<file path="config.mk">
export PLATFORM = sky130hd
export DESIGN_NAME = mc_run_sequencer
export DESIGN_NICKNAME = d
export VERILOG_FILES = /design/src/rtl/mc_run_sequencer.sv
export SDC_FILE = /design/constraint.sdc
export NUM_CORES = 1
export LEC_CHECK = 0
export CAP_MARGIN = 20
export CORE_MARGIN = 1.5
export CORE_UTILIZATION = 40
export CTS_CLUSTER_SIZE = 8
export DETAILED_ROUTE_END_ITERATION = 6
export SLEW_MARGIN = 40
export SYNTH_ARGS = -nofsm -noshare
export SYNTH_HDL_FRONTEND = slang
export SYNTH_SLANG_ARGS = --single-unit
</file>
<file path="constraint.sdc">
create_clock -name clk -period 2.54 [get_ports clk]
set_input_delay 0.508 -clock clk [delete_from_list [all_inputs] [get_ports clk]]
set_output_delay 0.508 -clock clk [all_outputs]
set_load 0.05 [all_outputs]
</file>
<file path="src/rtl/mc_run_sequencer.sv">
// Monte Carlo run sequencer: launches num paths, accumulates their prices and divides for the mean.
// Optional per-path watchdog is compiled in when MC_TIMEOUT_EN is defined.
module mc_run_sequencer #(
  parameter int unsigned TIMEOUT_CYC = 1000
) (
  input  logic       clk,
  input  logic       rst,
  input  logic       start,
  input  logic       abort,
  input  logic [7:0] num,
  output logic       busy,
  output logic       path_start,
  output logic [7:0] path_idx,
  input  logic       path_done,
  input  logic [7:0] path_price,
  output logic [7:0] P,
  output logic       valid,
  output logic       err
);

  localparam int unsigned NW        = 8;
  localparam int unsigned SW        = 16;
  localparam int unsigned DIV_STEPS = 16;
  localparam int unsigned STEP_W    = $clog2(DIV_STEPS);

  typedef enum logic [2:0] {
    S_IDLE,
    S_LAUNCH,
    S_WAIT,
    S_DIVIDE,
    S_DONE
  } state_t;

  state_t            r_state;
  state_t            w_state_nxt;
  logic [NW-1:0]     r_num;
  logic [NW-1:0]     r_count;
  logic [SW-1:0]     r_sum;
  logic [NW-1:0]     r_rem;
  logic [STEP_W-1:0] r_step;

  logic              w_accept;
  logic              w_done_acc;
  logic [NW-1:0]     w_count_inc;
  logic [NW:0]       w_trial;
  logic              w_ge;
  logic [NW-1:0]     w_rem_nxt;

`ifdef MC_TIMEOUT_EN
  logic [15:0]       r_wd;
  logic              w_wd_expired;
  logic              w_timeout;

  assign w_wd_expired = (r_wd == 16'(TIMEOUT_CYC - 1));
`endif

  assign w_count_inc = r_count + NW'(1);

  // Restoring division step; r_sum doubles as the dividend/quotient shift register.
  assign w_trial   = {r_rem, r_sum[SW-1]};
  assign w_ge      = (w_trial >= {1'b0, r_num});
  assign w_rem_nxt = w_ge ? NW'(w_trial - {1'b0, r_num}) : w_trial[NW-1:0];

  always_ff @(posedge clk) begin
    if (rst) r_state <= S_IDLE;
    else     r_state <= w_state_nxt;
  end

  always_comb begin
    w_state_nxt = r_state;
    w_accept    = 1'b0;
    w_done_acc  = 1'b0;
`ifdef MC_TIMEOUT_EN
    w_timeout   = 1'b0;
`endif
    unique case (r_state)
      S_IDLE: begin
        if (start && !abort) begin
          w_accept    = 1'b1;
          w_state_nxt = (num == '0) ? S_DONE : S_LAUNCH;
        end
      end
      S_LAUNCH: w_state_nxt = abort ? S_IDLE : S_WAIT;
      S_WAIT: begin
        if (abort) begin
          w_state_nxt = S_IDLE;
        end else if (path_done) begin
          w_done_acc  = 1'b1;
          w_state_nxt = (w_count_inc < r_num) ? S_LAUNCH : S_DIVIDE;
        end
`ifdef MC_TIMEOUT_EN
        else if (w_wd_expired) begin
          w_timeout   = 1'b1;
          w_state_nxt = S_DONE;
        end
`endif
      end
      S_DIVIDE: begin
        if (abort)                                   w_state_nxt = S_IDLE;
        else if (r_step == STEP_W'(DIV_STEPS - 1))   w_state_nxt = S_DONE;
      end
      S_DONE:  w_state_nxt = S_IDLE;
      default: w_state_nxt = S_IDLE;
    endcase
  end

  // Accumulator and divider datapath; each update is qualified by a distinct state.
  always_ff @(posedge clk) begin
    if (rst) begin
      r_num   <= '0;
      r_count <= '0;
      r_sum   <= '0;
      r_rem   <= '0;
      r_step  <= '0;
    end else begin
      if (w_accept) begin
        r_num   <= num;
        r_count <= '0;
        r_sum   <= '0;
        r_rem   <= '0;
        r_step  <= '0;
      end
      if (w_done_acc) begin
        r_sum   <= r_sum + SW'(path_price);
        r_count <= w_count_inc;
      end
      if (r_state == S_DIVIDE && !abort) begin
        r_sum  <= {r_sum[SW-2:0], w_ge};
        r_rem  <= w_rem_nxt;
        r_step <= r_step + STEP_W'(1);
      end
    end
  end

  always_ff @(posedge clk) begin
    if (rst) begin
      busy       <= 1'b0;
      path_start <= 1'b0;
      path_idx   <= '0;
      valid      <= 1'b0;
      P          <= '0;
    end else begin
      busy       <= (w_state_nxt != S_IDLE);
      path_start <= (w_state_nxt == S_LAUNCH);
      valid      <= (w_state_nxt == S_DONE);
      if (w_state_nxt == S_LAUNCH)
        path_idx <= (r_state == S_IDLE) ? '0 : w_count_inc;
      // A timeout entry into DONE leaves P untouched.
      if (w_state_nxt == S_DONE) begin
        if (r_state == S_IDLE)        P <= '0;
        else if (r_state == S_DIVIDE) P <= {r_sum[NW-2:0], w_ge};
      end
    end
  end

`ifdef MC_TIMEOUT_EN
  always_ff @(posedge clk) begin
    if (rst)                   r_wd <= '0;
    else if (r_state != S_WAIT) r_wd <= '0;
    else                       r_wd <= r_wd + 16'd1;
  end

  always_ff @(posedge clk) begin
    if (rst)            err <= 1'b0;
    else if (w_accept)  err <= 1'b0;
    else if (w_timeout) err <= 1'b1;
  end
`else
  assign err = 1'b0;
`endif

endmodule

</file>
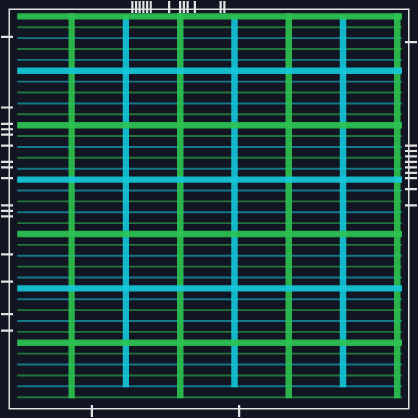
power_grid.png
(4 px per micron) Pins as bars on the die edge.
net	colour
VSS	green
VDD	cyan
met1 rails	36
met4 straps	7
met5 straps	7
signal pins	41

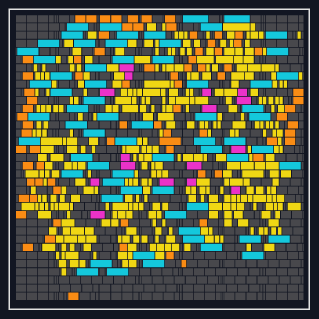
placement_by_type.png
(3 px per micron) Fill, decap, tap and diode cells in grey.
class	colour	cells	share of their area
clock drivers and dummy loads	magenta	16	4.0%
sequential cells	cyan	66	29%
combinational and other logic	yellow	355	52%
remaining buffers and delay cells	orange	78	15%
FP Rows: 35
core box area: 9150 sq um
fraction of area in registers: 0.282
utilization after layout: 0.516

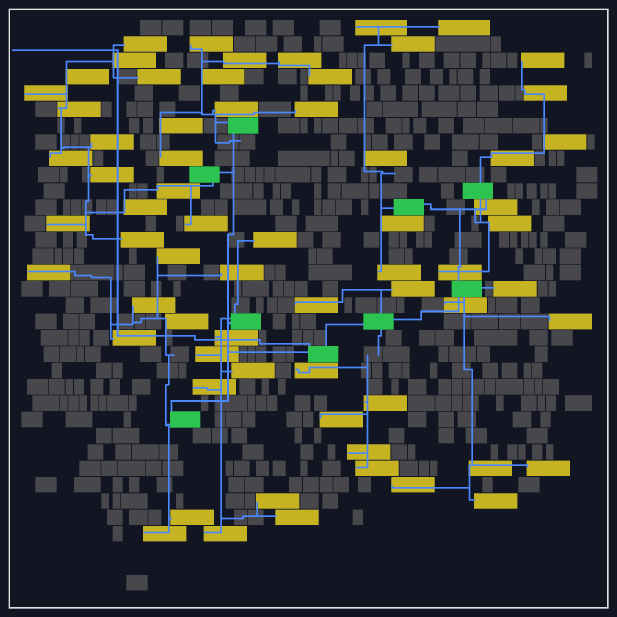
clk_routes.png
(6 px per micron)
[flip-flops] yellow | count: 66
[clock wires] blue | length: 938 microns
[clock drivers] green | count: 9
flops lie	widely spread
routed clock nets	10

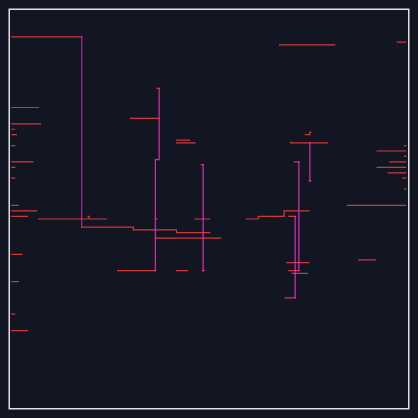
wires.png
(4 px per micron) Only two layers are drawn.
layer	colour	wire length
metal 3	red	265 microns
metal 4	magenta	178 microns

==> run notes <==
impl run done, here's what came out: slowest library cell on the worst path dfxtp_4, CTS max path bufs 2, Final GP Congestion between 0.8 and 0.9, number of enable flip-flop cells 0, DRC Markers 0, DRT Pass-1 Iters 4, tool warnings 26, crit path to path_idx[1], Distinct cells, synth ~64, Clk pwr share 0.384, sequential share of power 0.480, area grow syn2layout 26.6%, crit start category flip-flop, diodes inserted 0, Final TNS setup 0 ns, status finished clean, initial antenna violation count 0, total CTS buffers 9, Switch Pwr about 0.65 mW, M1 wire length approximately 4.7 mm, Cells after Synth between 400 and 500, Tot GR Track Use 0.195, sequential cell area around 1300 sq um, Cell Count Post-Placement 608, Crit path max-delay family simple AND/OR/NAND/NOR gates, worst r2r path cells 11, Slew @ Worst Pin about 0.82 ns, hold buffers post-CTS 0, Initial DRC Count around 160, Die Size about 9900 sq um, Max-Cap Viols 0, Seq share, synth 0.355, Final Non-Filler Cells 626, Synthesized Nets about 500, yosys cell count 439, metal2 WL between 4 and 5 mm, slew margin rel. 0.452, critical path, cell by cell and3_1, nand3_2, nor2_2, xor2_1, ha_1, nand2_1, a31o_2, o2bb2ai_2, or2_4, nand3b_1, o2bb2ai_1, Comb gate area between 2000 and 2500 sq um, Logic pwr share 0.136, crit-path max FO 6, Die Ht 99.5 microns, worst endpoint data arrival time ~2.7 ns, port buffer count 39, pin count of the biggest net entering global routing 24, Setup crit end kind flip-flop, crit path buf inv count 0, Yosys warnings 0
==> layout make-up <==
type,instances,share of cell area
Timing Repair Buffer,78,0.146
Inverter,23,0.0183
Clock buffer,9,0.0263
Tap cell,111,0.0294
Sequential cell,66,0.282
Multi-Input combinational cell,332,0.485
Clock inverter,7,0.0127
==> power by group through the flow <==
stage | clock network [mW] | logic [mW] | registers, mW
floorplan | 0 | 0.184 | 1.08
global placement | 0 | 0.292 | 1.08
detailed placement | 0 | 0.294 | 1.08
CTS | 0.863 | 0.298 | 1.05
finish | 0.842 | 0.299 | 1.05
global route | 0.910 | 0.330 | 1.05
==> worst min-delay path by stage <==
stage,cells after the start,from,endpoint,slack (ns)
6_report,2,r_num[2],r_num[2],0.46
3_5_place_dp,2,P[5],P[5],0.44
4_1_cts,2,r_num[2],r_num[2],0.46
2_1_floorplan,2,r_rem[7],r_rem[7],0.43
3_3_place_gp,2,r_rem[7],r_rem[7],0.44
5_1_grt,2,r_num[7],r_num[7],0.49
==> cell usage after synthesis (8+ instances only) <==
master | n | area (sq um)
inv_1 | 22 | 82.6
o21ai_0 | 15 | 75.1
nand2_1 | 50 | 188
xor2_1 | 9 | 78.8
a22oi_1 | 10 | 75.1
a21oi_1 | 34 | 170
o2bb2ai_1 | 9 | 78.8
nor2_1 | 36 | 135
dfxtp_1 | 66 | 1320
ha_1 | 25 | 313
nand3_1 | 17 | 85.1
a21o_1 | 8 | 60.1
==> tightest hold or removal path: cells and delay by family (launching register included) <==
kind | cells | cell delay (ns)
AOI/OAI and AO/OA | 1 | 0.05
and+or+nand+nor | 1 | 0.05
DFF | 1 | 0.31
==> kinds of logic (layout without fill, tap and decap cells) <==
logic type | after synthesis | count (layout) | synth area share
AND/OR/NAND/NOR | 151 | 151 | 0.203
AND-OR/OR-AND | 131 | 131 | 0.245
flip-flops | 66 | 66 | 0.355
buffers and inverters | 41 | 117 | 0.0484
other | 1 | 1 | 0.00101
XOR/XNOR | 16 | 16 | 0.0376
multiplexers | 6 | 6 | 0.0161
adder cells (fa/ha/maj) | 27 | 27 | 0.0947
==> registers in the layout, summed over array words and instances (netlist names) <==
name        cells
r_num           8
path_start      1
r_step          4
r_state         3
path_idx        8
r_sum          16
valid           1
r_rem           8
r_count         8
P               8
busy            1
==> routing by layer <==
metal | GRT usage | vias up
li1 | - | 1735
met5 | 0 | -
met4 | 0.0715 | 0
met1 | 0.269 | 1610
met2 | 0.306 | 65
met3 | 0.0365 | 15
==> metrics by stage <==
stage | power [mW] | setup WS [ns] | util | area (sq um) | hold WS [ns]
after floorplan | 1.27 | 0.114 | - | 3730 | 0.426
after global placement | 1.37 | -0.132 | 0.486 | 4450 | 0.438
after detailed placement | 1.37 | -0.207 | 0.486 | 4450 | 0.445
after CTS | 2.21 | 0.0231 | 0.508 | 4650 | 0.457
after global routing | 2.29 | -0.0262 | 0.516 | 4720 | 0.488
final | 2.19 | 0.126 | 0.516 | 4720 | 0.458
==> timing repair <==
item | 4_1_cts | 5_1_grt
setup buffers | 0 | 2
setup endpoints to repair | 6 | 6
resized | 5 | 12
pin swaps | 3 | 6
No activity file was given, so power comes from the tool's default toggle rates.
